$ cat src/rtl/pp_gen.sv
// pp_gen: two-stage pipelined partial-product generator.
// Takes N-bit operand pairs over a valid/ready handshake and presents a
// registered N-row x W-bit partial-product array whose row sum (mod 2^W)
// is the product. S1 holds the operands, S2 holds the rows.
// Optional feature macro: PP_GEN_SIGNED_EN (adds the is_signed input and
// two's-complement row generation).
`timescale 1ns/1ps

module pp_gen #(
    parameter int N = 16,
    parameter int W = 2 * N
) (
    input  logic                clk,
    input  logic                rst_n,
    input  logic                in_valid,
    output logic                in_ready,
    input  logic [N-1:0]        a,
    input  logic [N-1:0]        b,
    input  logic [3:0]          in_tag,
`ifdef PP_GEN_SIGNED_EN
    input  logic                is_signed,
`endif
    output logic                out_valid,
    input  logic                out_ready,
    output logic [N-1:0][W-1:0] pp,
    output logic [3:0]          out_tag,
    output logic [15:0]         txn_cnt
);

    // The row width must be exactly twice the operand width.
    if (W != 2 * N) begin : g_width_check
        $error("pp_gen: W must equal 2*N");
    end

    logic                s1_valid_q, s1_valid_d;
    logic [N-1:0]        s1_a_q, s1_a_d;
    logic [N-1:0]        s1_b_q, s1_b_d;
    logic [3:0]          s1_tag_q, s1_tag_d;
`ifdef PP_GEN_SIGNED_EN
    logic                s1_signed_q, s1_signed_d;
    logic [W-1:0]        a_neg;
`endif
    logic                s2_valid_q, s2_valid_d;
    logic [N-1:0][W-1:0] pp_q, pp_d;
    logic [3:0]          s2_tag_q, s2_tag_d;
    logic [15:0]         txn_cnt_q, txn_cnt_d;

    logic                s2_adv;
    logic                s1_adv;
    logic [W-1:0]        a_ext;
    logic [N-1:0][W-1:0] rows;

    // Stage advance: a stage may load when it is empty or the stage after it moves.
    always_comb begin
        s2_adv   = !s2_valid_q || out_ready;
        s1_adv   = !s1_valid_q || s2_adv;
        in_ready = rst_n && s1_adv;
    end

    // Build the partial-product rows from the operands held in S1.
    always_comb begin
        a_ext = {{(W-N){1'b0}}, s1_a_q};
`ifdef PP_GEN_SIGNED_EN
        if (s1_signed_q) begin
            a_ext = {{(W-N){s1_a_q[N-1]}}, s1_a_q};
        end
        a_neg = ~a_ext + {{(W-1){1'b0}}, 1'b1};
`endif
        for (int j = 0; j < N; j++) begin
            rows[j] = '0;
            if (s1_b_q[j]) begin
                rows[j] = a_ext << j;
            end
        end
`ifdef PP_GEN_SIGNED_EN
        // The multiplier's sign bit carries weight -2^(N-1), so its row is negated.
        if (s1_signed_q && s1_b_q[N-1]) begin
            rows[N-1] = a_neg << (N-1);
        end
`endif
    end

    // Next-state for both pipeline stages and the transfer counter.
    always_comb begin
        s1_valid_d  = s1_valid_q;
        s1_a_d      = s1_a_q;
        s1_b_d      = s1_b_q;
        s1_tag_d    = s1_tag_q;
`ifdef PP_GEN_SIGNED_EN
        s1_signed_d = s1_signed_q;
`endif
        s2_valid_d  = s2_valid_q;
        pp_d        = pp_q;
        s2_tag_d    = s2_tag_q;
        txn_cnt_d   = txn_cnt_q;

        if (s1_adv) begin
            s1_valid_d = in_valid;
            if (in_valid) begin
                s1_a_d      = a;
                s1_b_d      = b;
                s1_tag_d    = in_tag;
`ifdef PP_GEN_SIGNED_EN
                s1_signed_d = is_signed;
`endif
            end
        end

        if (s2_adv) begin
            s2_valid_d = s1_valid_q;
            if (s1_valid_q) begin
                pp_d     = rows;
                s2_tag_d = s1_tag_q;
            end
        end

        if (s2_valid_q && out_ready) begin
            txn_cnt_d = txn_cnt_q + 16'd1;
        end
    end

    // Pipeline registers; reset discards anything in flight.
    always_ff @(posedge clk or negedge rst_n) begin
        if (!rst_n) begin
            s1_valid_q  <= 1'b0;
            s1_a_q      <= '0;
            s1_b_q      <= '0;
            s1_tag_q    <= '0;
`ifdef PP_GEN_SIGNED_EN
            s1_signed_q <= 1'b0;
`endif
            s2_valid_q  <= 1'b0;
            pp_q        <= '0;
            s2_tag_q    <= '0;
            txn_cnt_q   <= '0;
        end else begin
            s1_valid_q  <= s1_valid_d;
            s1_a_q      <= s1_a_d;
            s1_b_q      <= s1_b_d;
            s1_tag_q    <= s1_tag_d;
`ifdef PP_GEN_SIGNED_EN
            s1_signed_q <= s1_signed_d;
`endif
            s2_valid_q  <= s2_valid_d;
            pp_q        <= pp_d;
            s2_tag_q    <= s2_tag_d;
            txn_cnt_q   <= txn_cnt_d;
        end
    end

    assign out_valid = s2_valid_q;
    assign pp        = pp_q;
    assign out_tag   = s2_tag_q;
    assign txn_cnt   = txn_cnt_q;

endmodule

$ cat config.mk
export PLATFORM = sky130hd
export DESIGN_NAME = pp_gen
export DESIGN_NICKNAME = d
export VERILOG_FILES = /design/src/rtl/pp_gen.sv
export SDC_FILE = /design/constraint.sdc
export NUM_CORES = 1
export LEC_CHECK = 0
export CAP_MARGIN = 20
export CORE_ASPECT_RATIO = 0.7
export CORE_UTILIZATION = 30
export CTS_CLUSTER_DIAMETER = 60
export DETAILED_ROUTE_END_ITERATION = 6
export GPL_ROUTABILITY_DRIVEN = 0
export MAX_ROUTING_LAYER = met4
export PLACE_DENSITY = 0.7
export SETUP_SLACK_MARGIN = 0.4
export SKIP_CTS_REPAIR_TIMING = 1
export SYNTH_ARGS = -nofsm -noshare
export SYNTH_HDL_FRONTEND = slang
export SYNTH_SLANG_ARGS = --single-unit
$ cat constraint.sdc
create_clock -name clk -period 1.55 [get_ports clk]
set_input_delay 0.2325 -clock clk [delete_from_list [all_inputs] [get_ports clk]]
set_output_delay 0.2325 -clock clk [all_outputs]
set_load 0.02 [all_outputs]
Figure 1. Routing congestion.
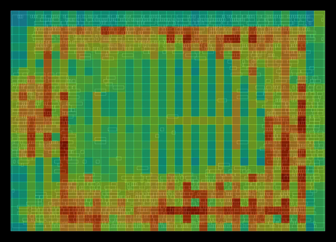
met3 track demand over resource: 5.345%
met1 Usage GRT: 22.12%

==> notes.md <==
Figures from the flow reports.

Cells and area:
- The run gives the final core area utilization as 43.23%.
- The run gives the number of fill cells as 4378.
- The run gives the area overhead of the layout relative to synthesis as 40.46%.
- For this run, the post-layout net count is 1997.
- The run gives the cell area after layout as 20310 µm².

CTS:
- TritonCTS built the clock tree.
- The run gives the clock input transition at the sequential cells of the worst setup and hold paths as 0.06 ns.
- The run gives the depth of the CTS H-tree as 2.
- The run gives the worst-case clock buffer depth as 3.

Routing:
- Per the post-route antenna check, the number of violating nets is 0.
- The run gives the met1 routed wirelength after detailed routing as 18270 µm.
- The run gives the violation tally from detailed-route iteration zero as 837.

Pwr:
- The run gives the switching fraction of total power as 35.06%.
- Ranked by power, first place goes to registers.
- The sequential power reported by the tool is 11.2 mW.
- The share of total power dissipated in combinational logic is 32.5%.
- The run gives the leakage power total as 11.35 nW.

Outcome:
- The run finished, with violations left.
- The checks that failed: hold timing, setup timing.

Floorplanning:
- In this run the horizontal extent of the chip is 264.4 µm.
- After floorplanning, the core was divided into 66 placement rows.

Critical path:
- STA classifies the critical path startpoint as a flip-flop.
- The worst register-to-register path begins at out_valid.
- Per STA, the startpoint of the critical path is out_valid.

Yosys:
- The run gives the share of synthesized area spent on multiplexers as 3.296%.
- The run puts the distinct cell type count of the synthesized netlist at 28.
- Per the post-synthesis report, the number of cells in the design is 1553.
- Synthesis inferred 314 register bits.
- The run gives the chip area line of the yosys report as 14460 µm².
- The synthesized netlist devotes 14.58% of its cell area to simple gates.

Final timing:
- The run puts the worst-case clock skew at 0.02488 ns.
- The run puts the highest attainable clock frequency at 636.5 MHz.
- The final timing report gives a worst setup slack of -0.02118 ns.
- For the finished layout, the period the worst path requires is 1.571 ns.
- The run puts the number of setup violations in the final report at 1.
- The run puts the tightest hold margin at -0.2653 ns.
- The run puts the count of final hold-check violations at 54.
- The run puts the post-layout period usage of the worst path at 101.4%.
- Setup repair after global routing could not meet its margin everywhere.

Hold path:
- Checking hold timing, the worst path is listed with class in -> async.

Flow run:
- Summing over the stages, the warning tally comes to 29.
Figure 2. Metal 2.
The bar under the picture is 100 µm long. Cells faint in the background.
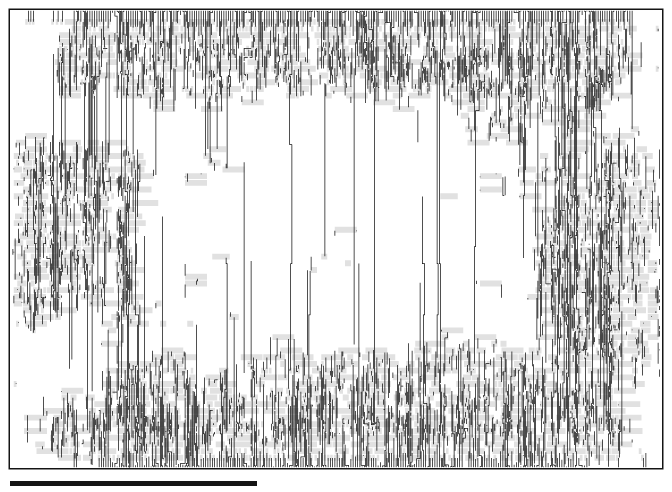
nets with wire on the layer = 1662
main direction = vertical
longest straight run = 136 µm
wire length on this layer = 22.6 mm

critical path: stages (launching register included):
cell,delay (ns)
sky130_fd_sc_hd__dfrtp_2,0.42
sky130_fd_sc_hd__nand3b_1,0.12
sky130_fd_sc_hd__and2_4,0.16
sky130_fd_sc_hd__buf_6,0.11
cell usage after synthesis (4+ instances only):
cell	count	area, µm²
sky130_fd_sc_hd__xnor2_1	12	105.1
sky130_fd_sc_hd__buf_6	19	214.0
sky130_fd_sc_hd__dfrtp_1	314	7858
sky130_fd_sc_hd__nand4_1	4	25.02
sky130_fd_sc_hd__nand3_1	5	25.02
sky130_fd_sc_hd__clkbuf_1	88	330.3
sky130_fd_sc_hd__mux2_2	37	416.7
sky130_fd_sc_hd__o21ai_1	56	280.3
sky130_fd_sc_hd__o21ai_0	200	1001
sky130_fd_sc_hd__nand2_1	519	1948
sky130_fd_sc_hd__mux2_4	4	60.06
sky130_fd_sc_hd__buf_4	268	2012
layout make-up:
cell class                      instances  area, µm²  area share [%]
Tap cell                              612      765.7           3.770
Clock inverter                         13      157.7          0.7761
Clock buffer                           54       1155           5.686
Multi-Input combinational cell       1114       5122           25.22
Timing Repair Buffer                  488       5238           25.79
Sequential cell                       314       7871           38.75
Antenna cell                            1      2.502         0.01232
worst paths after layout:
| kind | slack [ns] | end | cells past startpoint |
|---|---|---|---|
| max | -0.02 | in_ready | 3 |
| min in group clk | 0.31 | s1_a_q[4] | 2 |
| min reg2reg | 0.48 | pp[374] | 2 |
| max reg2reg | 0.10 | txn_cnt[8] | 7 |
| min | -0.27 | pp[106] | 2 |
| max in group asynchronous | 0.85 | pp[407] | 3 |
No activity file was given, so power comes from the tool's default toggle rates.
